`src/rtl/exception_ctrl.sv`:
```
// exception_ctrl: receives the main decoder's exception signals for the single-cycle LEGv8 core.
//
// Events:
//   - An invalid opcode (NotAnInstr) redirects the PC to exc_vector in the same cycle.
//   - An external interrupt (ext_irq) does the same, but only in NORMAL.
//   - On either event the PC (elr) and the cause (esr) are captured, and the saturating
//     exception counter ERR is incremented.
//   - ERET returns from HANDLER to NORMAL. The core takes elr as the next PC.
//   - MRS reads ELR, ESR or ERR through sys_sel/sys_rd.
//
// Ports:
//   clk, reset      core clock and synchronous active-high reset
//   pc_i            PC of the instruction executing this cycle
//   NotAnInstr      decoder: opcode not recognised
//   ERet            decoder: ERET executing
//   ext_irq         level interrupt request, held until ext_iack
//   sys_sel         MRS select: 00 ELR, 01 ESR, 10 ERR, 11 zero
//   exc             combinational PC redirect to exc_vector
//   exc_vector      constant handler entry address
//   elr, esr        exception link register and syndrome
//   ext_iack        one-cycle registered interrupt acknowledge
//   in_handler      high while in HANDLER
//   double_fault    sticky: invalid opcode seen while in HANDLER
//   sys_rd          combinational MRS read data
module exception_ctrl #(
  parameter int unsigned  N          = 64,
  parameter logic [N-1:0] EXC_VECTOR = 64'hD8,
  parameter int unsigned  CNT_W      = 16
) (
  input  logic         clk,
  input  logic         reset,
  input  logic [N-1:0] pc_i,
  input  logic         NotAnInstr,
  input  logic         ERet,
  input  logic         ext_irq,
  input  logic [1:0]   sys_sel,
  output logic         exc,
  output logic [N-1:0] exc_vector,
  output logic [N-1:0] elr,
  output logic [3:0]   esr,
  output logic         ext_iack,
  output logic         in_handler,
  output logic         double_fault,
  output logic [N-1:0] sys_rd
);

  typedef enum logic [0:0] {StNormal, StHandler} state_e;

  localparam logic [3:0] EsrIrq    = 4'h1;
  localparam logic [3:0] EsrUndef  = 4'h2;
  localparam logic [3:0] EsrDouble = 4'hE;

  state_e             state_q, state_d;
  logic   [N-1:0]     elr_q, elr_d;
  logic   [3:0]       esr_q, esr_d;
  logic   [CNT_W-1:0] err_q, err_d;
  logic               iack_q, iack_d;
  logic               dfault_q, dfault_d;
  logic               bump_err;

  always_ff @(posedge clk) begin
    if (reset) begin
      state_q  <= StNormal;
      elr_q    <= '0;
      esr_q    <= '0;
      err_q    <= '0;
      iack_q   <= 1'b0;
      dfault_q <= 1'b0;
    end else begin
      state_q  <= state_d;
      elr_q    <= elr_d;
      esr_q    <= esr_d;
      err_q    <= err_d;
      iack_q   <= iack_d;
      dfault_q <= dfault_d;
    end
  end

  always_comb begin
    state_d  = state_q;
    elr_d    = elr_q;
    esr_d    = esr_q;
    iack_d   = 1'b0;
    dfault_d = dfault_q;
    bump_err = 1'b0;
    exc      = 1'b0;
    unique case (state_q)
      StNormal: begin
        // An invalid opcode wins over an interrupt. The interrupt stays pending, unacked.
        if (NotAnInstr) begin
          exc      = 1'b1;
          elr_d    = pc_i;
          esr_d    = EsrUndef;
          bump_err = 1'b1;
          state_d  = StHandler;
        end else if (ext_irq) begin
          // elr holds the interrupted instruction, so it re-executes after ERET.
          exc      = 1'b1;
          elr_d    = pc_i;
          esr_d    = EsrIrq;
          iack_d   = 1'b1;
          bump_err = 1'b1;
          state_d  = StHandler;
        end
      end
      StHandler: begin
        // Interrupts are masked here. A fault re-vectors but keeps the original elr.
        if (NotAnInstr) begin
          exc      = 1'b1;
          esr_d    = EsrDouble;
          dfault_d = 1'b1;
          bump_err = 1'b1;
        end else if (ERet) begin
          state_d = StNormal;
        end
      end
      default: state_d = StNormal;
    endcase
    if (reset) begin
      exc = 1'b0;
    end
  end

  // The counter saturates at all-ones instead of wrapping.
  always_comb begin
    err_d = err_q;
    if (bump_err && (err_q != {CNT_W{1'b1}})) begin
      err_d = err_q + CNT_W'(1);
    end
  end

  always_comb begin
    sys_rd = '0;
    unique case (sys_sel)
      2'b00:   sys_rd = elr_q;
      2'b01:   sys_rd = N'(esr_q);
      2'b10:   sys_rd = N'(err_q);
      default: sys_rd = '0;
    endcase
  end

  assign exc_vector   = EXC_VECTOR;
  assign elr          = elr_q;
  assign esr          = esr_q;
  assign ext_iack     = iack_q;
  assign in_handler   = (state_q == StHandler);
  assign double_fault = dfault_q;

endmodule
```
`config.mk`:
```
export PLATFORM = sky130hd
export DESIGN_NAME = exception_ctrl
export DESIGN_NICKNAME = d
export VERILOG_FILES = /design/src/rtl/exception_ctrl.sv
export SDC_FILE = /design/constraint.sdc
export NUM_CORES = 1
export LEC_CHECK = 0
export CAP_MARGIN = 20
export CELL_PAD_IN_SITES_DETAIL_PLACEMENT = 0
export CELL_PAD_IN_SITES_GLOBAL_PLACEMENT = 1
export CORE_ASPECT_RATIO = 1.2
export CORE_UTILIZATION = 27
export DETAILED_ROUTE_END_ITERATION = 16
export PLACE_DENSITY_LB_ADDON = 0.1
export SLEW_MARGIN = 0
export SYNTH_ARGS = -nofsm -noshare
export SYNTH_HDL_FRONTEND = slang
export SYNTH_SLANG_ARGS = --single-unit
export TNS_END_PERCENT = 10
```
`constraint.sdc`:
```
create_clock -name clk -period 2.85 [get_ports clk]
set_input_delay 0.57 -clock clk [delete_from_list [all_inputs] [get_ports clk]]
set_output_delay 0.57 -clock clk [all_outputs]
set_load 0.005 [all_outputs]
```
==> run_1/final_congestion.png <==
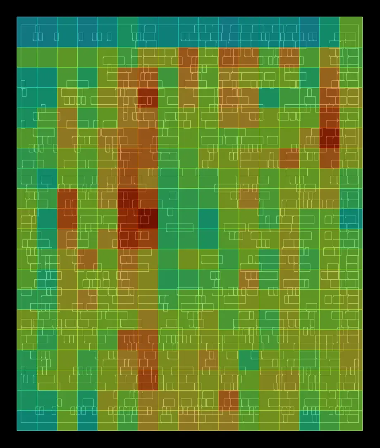
M1 GR Usage: 0.198
met2 Usage GRT: 0.302
GRT met3 Usage: 0.0322
gr usage total: 0.172

==> run_1/pdn.png <==
Drawn at 3 px/um. Pins as bars on the die edge.
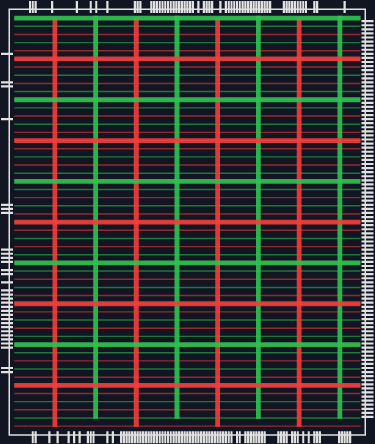
colour	net
green	VDD
red	VSS
signal pins	271
met5 straps	10
rows	50
met4 straps	8

==> run_1/met4.png <==
Drawn at 3 px/um.
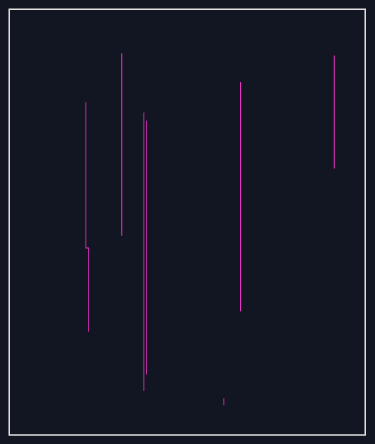
share of all routed wire	2.9%
wire length on this layer	430 um
nets with wire on the layer	6
longest straight run	92.5 um
main direction	vertical

==> results.cfg, run 1 <==
; physical design summary
[pwr]
pwr-share-seq = 0.453
p_comb_w = 0.000558
pwr-share-clk = 0.358
power_switching_w = 0.000772
p_leak_nw = 2.56

[finish]
seq_cell_count = 86
inv_count = 2
clkbuf_count = 14
fin_util = 0.424
antenna_cells = 0
final_cells = 964
regArea_um2 = 1720
logic_area_um2 = 2230
largest_class = combinational gates

[worst_setup_path]
endpoint_kind = output pin
path_max_fanout = 5
r2r_cells = 4
worst_r2r_endpoint = err_q[7]$_SDFFE_PP0P_
worst_path_max_delay_cell = clkdlybuf4s50_1
path_common_cell = clkdlybuf4s50_1

[cts]
cts_sinks = 86
htreeDepth = 3
cts_setup_buffers = 0

[die]
n_tap_cell = 208
die.size.y_um = 141
core-area_um2 = 15700
chipArea_um2 = 16700

[detailed_routing]
num_vias = 4260
drtIter0Drc = 169
drc = 0

[yosys]
ys_cells = 563
synthFlopType = dfxtp_1
yosysTopAreaCellShare = 0.394
yosys.area.top_type = dfxtp_1
ys_chip_area_um2 = 4370

[sta]
fmax_mhz = 365
relSlewSlack = 0.349
grt_setup_unrepaired = no
setup_ws_ns = 0.109

[placed_design]
finalWeightedCongestion = 0.784
hpwl_um = 11000

[status]
status = completed

[global_routing]
grt-busiest-layer = met2
==> run 1: worst reg2reg max path, delay by kind of cell, from the launching register on <==
family | cells | cell delay (ns)
compound gates | 2 | 0.38
flops | 1 | 0.49
simple gates | 2 | 1.10
==> run 1: registers in the layout, summed over array words and instances, names as in the netlist <==
signal,cells
double_fault,1
err_q,16
ext_iack,1
esr,3
in_handler,1
elr,64
==> run 1: cell usage in the layout, fill, tap and decap left out, drive strengths merged, types with 2 or more instances in the layout <==
cell type | synthesis | layout
and4 | 2 | 2
dfxtp | 86 | 86
inv | 2 | 2
clkbuf | 20 | 14
or3 | 4 | 4
o2111ai | 2 | 2
and2 | 49 | 49
nor3 | 4 | 4
nor2 | 22 | 22
nand2b | 2 | 2
nor4 | 2 | 2
nand4 | 4 | 4
o21ai | 8 | 8
nand3 | 3 | 3
o211ai | 2 | 2
mux2i | 16 | 16
conb | 2 | 64
clkdlybuf4s50 | 0 | 205
a21oi | 82 | 82
nand2 | 137 | 137
o31ai | 11 | 11
nor2b | 3 | 3
or4 | 10 | 10
and3 | 3 | 3
buf | 83 | 14
==> run 1: worst max-delay path by stage <==
stage,startpoint,to,slack (ns),cells after the start
finish,sys_sel[0],sys_rd[3],0.11,6
global route,sys_sel[0],sys_rd[3],0.02,6
CTS,sys_sel[0],sys_rd[0],0.08,6
detailed placement,sys_sel[0],sys_rd[0],-0.17,6
global placement,sys_sel[0],sys_rd[1],-0.16,6
floorplan,sys_sel[0],sys_rd[16],0.75,5
==> run 1: cell families after synthesis <==
logic type      synth area share
buf+inv                    0.153
mux                       0.0392
compound gates             0.137
simple gates               0.273
other cells              0.00172
flops                      0.394
fa+ha+maj                0.00286
==> run 1 -> run 2 <==
==> constraint.sdc (replaced) <==
create_clock -name clk -period 3.25 [get_ports clk]
set_input_delay 0.65 -clock clk [delete_from_list [all_inputs] [get_ports clk]]
set_output_delay 0.65 -clock clk [all_outputs]
set_load 0.005 [all_outputs]
==> run 2 against run 1 <==
Against the previous run: first-iteration DRC count down 24%; critical endpoint is now sys_rd[6]; synthesized cell count unchanged; cell area up 0.68%; via count down 1.3%; critical path type unchanged; sequential share of layout area down 0.17 points; global-route usage down 0.20 points; die size unchanged; clock power up 6%; synthesized area unchanged.
==> results.cfg, run 2 <==
; physical design summary
[status]
status = completed

[yosys]
synthFlopType = dfxtp_1
yosysTopAreaCellShare = 0.394
ys_cells = 563
yosys.area.top_type = dfxtp_1

[worst_setup_path]
worst_r2r_endpoint = err_q[13]$_SDFFE_PP0P_
r2r_cells = 4
path_common_cell = clkdlybuf4s50_1
path_max_fanout = 12
cp.depth = 5
worst_path_max_delay_cell = clkdlybuf4s50_1
endpoint_kind = output pin

[finish]
lay_top_count = clkdlybuf4s50_1
antenna_cells = 0
seq_cell_count = 86
largest_reg_flops = 64
clkbuf_count = 10
logic_area_um2 = 2230
inv_count = 2
fin_util = 0.427
largest_class = combinational gates
final_cells = 960
regArea_um2 = 1720

[cts]
clock_path_buffers = 2
cts_setup_buffers = 0
htreeDepth = 3
hold_buffers = 0
cts_sinks = 86

[pwr]
power_switching_w = 0.000696
p_leak_nw = 2.58
pwr-share-seq = 0.422

[detailed_routing]
drtIter0Drc = 128

[sta]
relSlewSlack = 0.348
grt_setup_unrepaired = no
fmax_mhz = 337
setup_ws_ns = 0.284

[global_routing]
grt_usage = 0.170

[die]
n_tap_cell = 208
die.size.y_um = 141
core-area_um2 = 15700
chipArea_um2 = 16700

[placed_design]
finalWeightedCongestion = 0.806
run 2: cell count changes in the layout (fill, tap and decap cells not counted), sizes merged:
| cell | before | now |
|---|---|---|
| clkbuf | 14 | 10 |
| clkinvlp | 1 | 0 |
| inv | 2 | 3 |
| clkinv | 0 | 2 |
| buf | 14 | 10 |
| bufinv | 0 | 2 |
run 2: cells by family after synthesis:
family	Yosys count	share of synthesized area
buf+inv	105	0.153
compound gates	105	0.137
mux	17	0.0392
simple gates	247	0.273
other cells	2	0.00172
fa+ha+maj	1	0.00286
flops	86	0.394
run 2: worst max path at each step:
stage                             to  slack, ns        from
after detailed placement   sys_rd[6]       0.27  sys_sel[1]
after CTS                  sys_rd[6]       0.26  sys_sel[1]
after global placement     sys_rd[4]       0.28  sys_sel[1]
after global routing       sys_rd[0]       0.17  sys_sel[1]
after floorplan           sys_rd[16]       0.99  sys_sel[0]
final                      sys_rd[6]       0.28  sys_sel[1]
run 2: routing by layer:
metal | up-vias | global-route usage | wire [um]
met2 | 144 | 0.302 | 7440
met4 | 2 | 0.0587 | 146
met1 | 1941 | 0.205 | 6230
li1 | 2106 | - | -
met5 | - | 0 | 13
met3 | 11 | 0.0293 | 626
run 2: power by group through the flow:
stage          logic (W)  clock network, W  registers, W
2_1_floorplan   0.000246                 0       0.00118
3_3_place_gp    0.000484                 0       0.00120
3_5_place_dp    0.000489                 0       0.00120
4_1_cts         0.000491           0.00116       0.00117
5_1_grt         0.000534           0.00121       0.00118
6_report        0.000484           0.00112       0.00117
run 2: worst register-to-register path: cells and delay by family, from the launching register on:
family	cells	cell delay, ns
flip-flops	1	0.49
AND/OR/NAND/NOR	3	1.38
AND-OR/OR-AND	1	0.06
==> run_2/density.png <==
Drawn at 2 px/um. The die is cut into 12 by 14 equal tiles; white is low, dark blue is high, 0 to 100% covered.
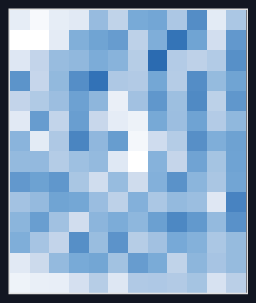
nearly empty tiles	1.8%
fullest tile	76%
tiles over 75% full	0.60%

==> run_2/metal_stack.png <==
Drawn at 4 px/um. Only two layers are drawn.
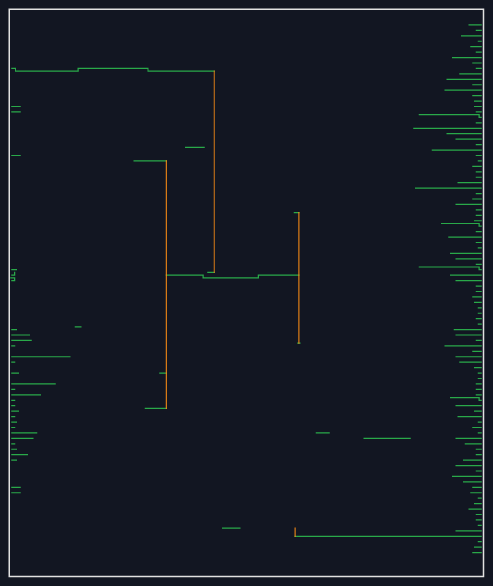
colour	layer	wire length
orange	met4	147 um
green	met3	627 um

Power figures rest on the tool's default switching activity, not on a simulated workload.
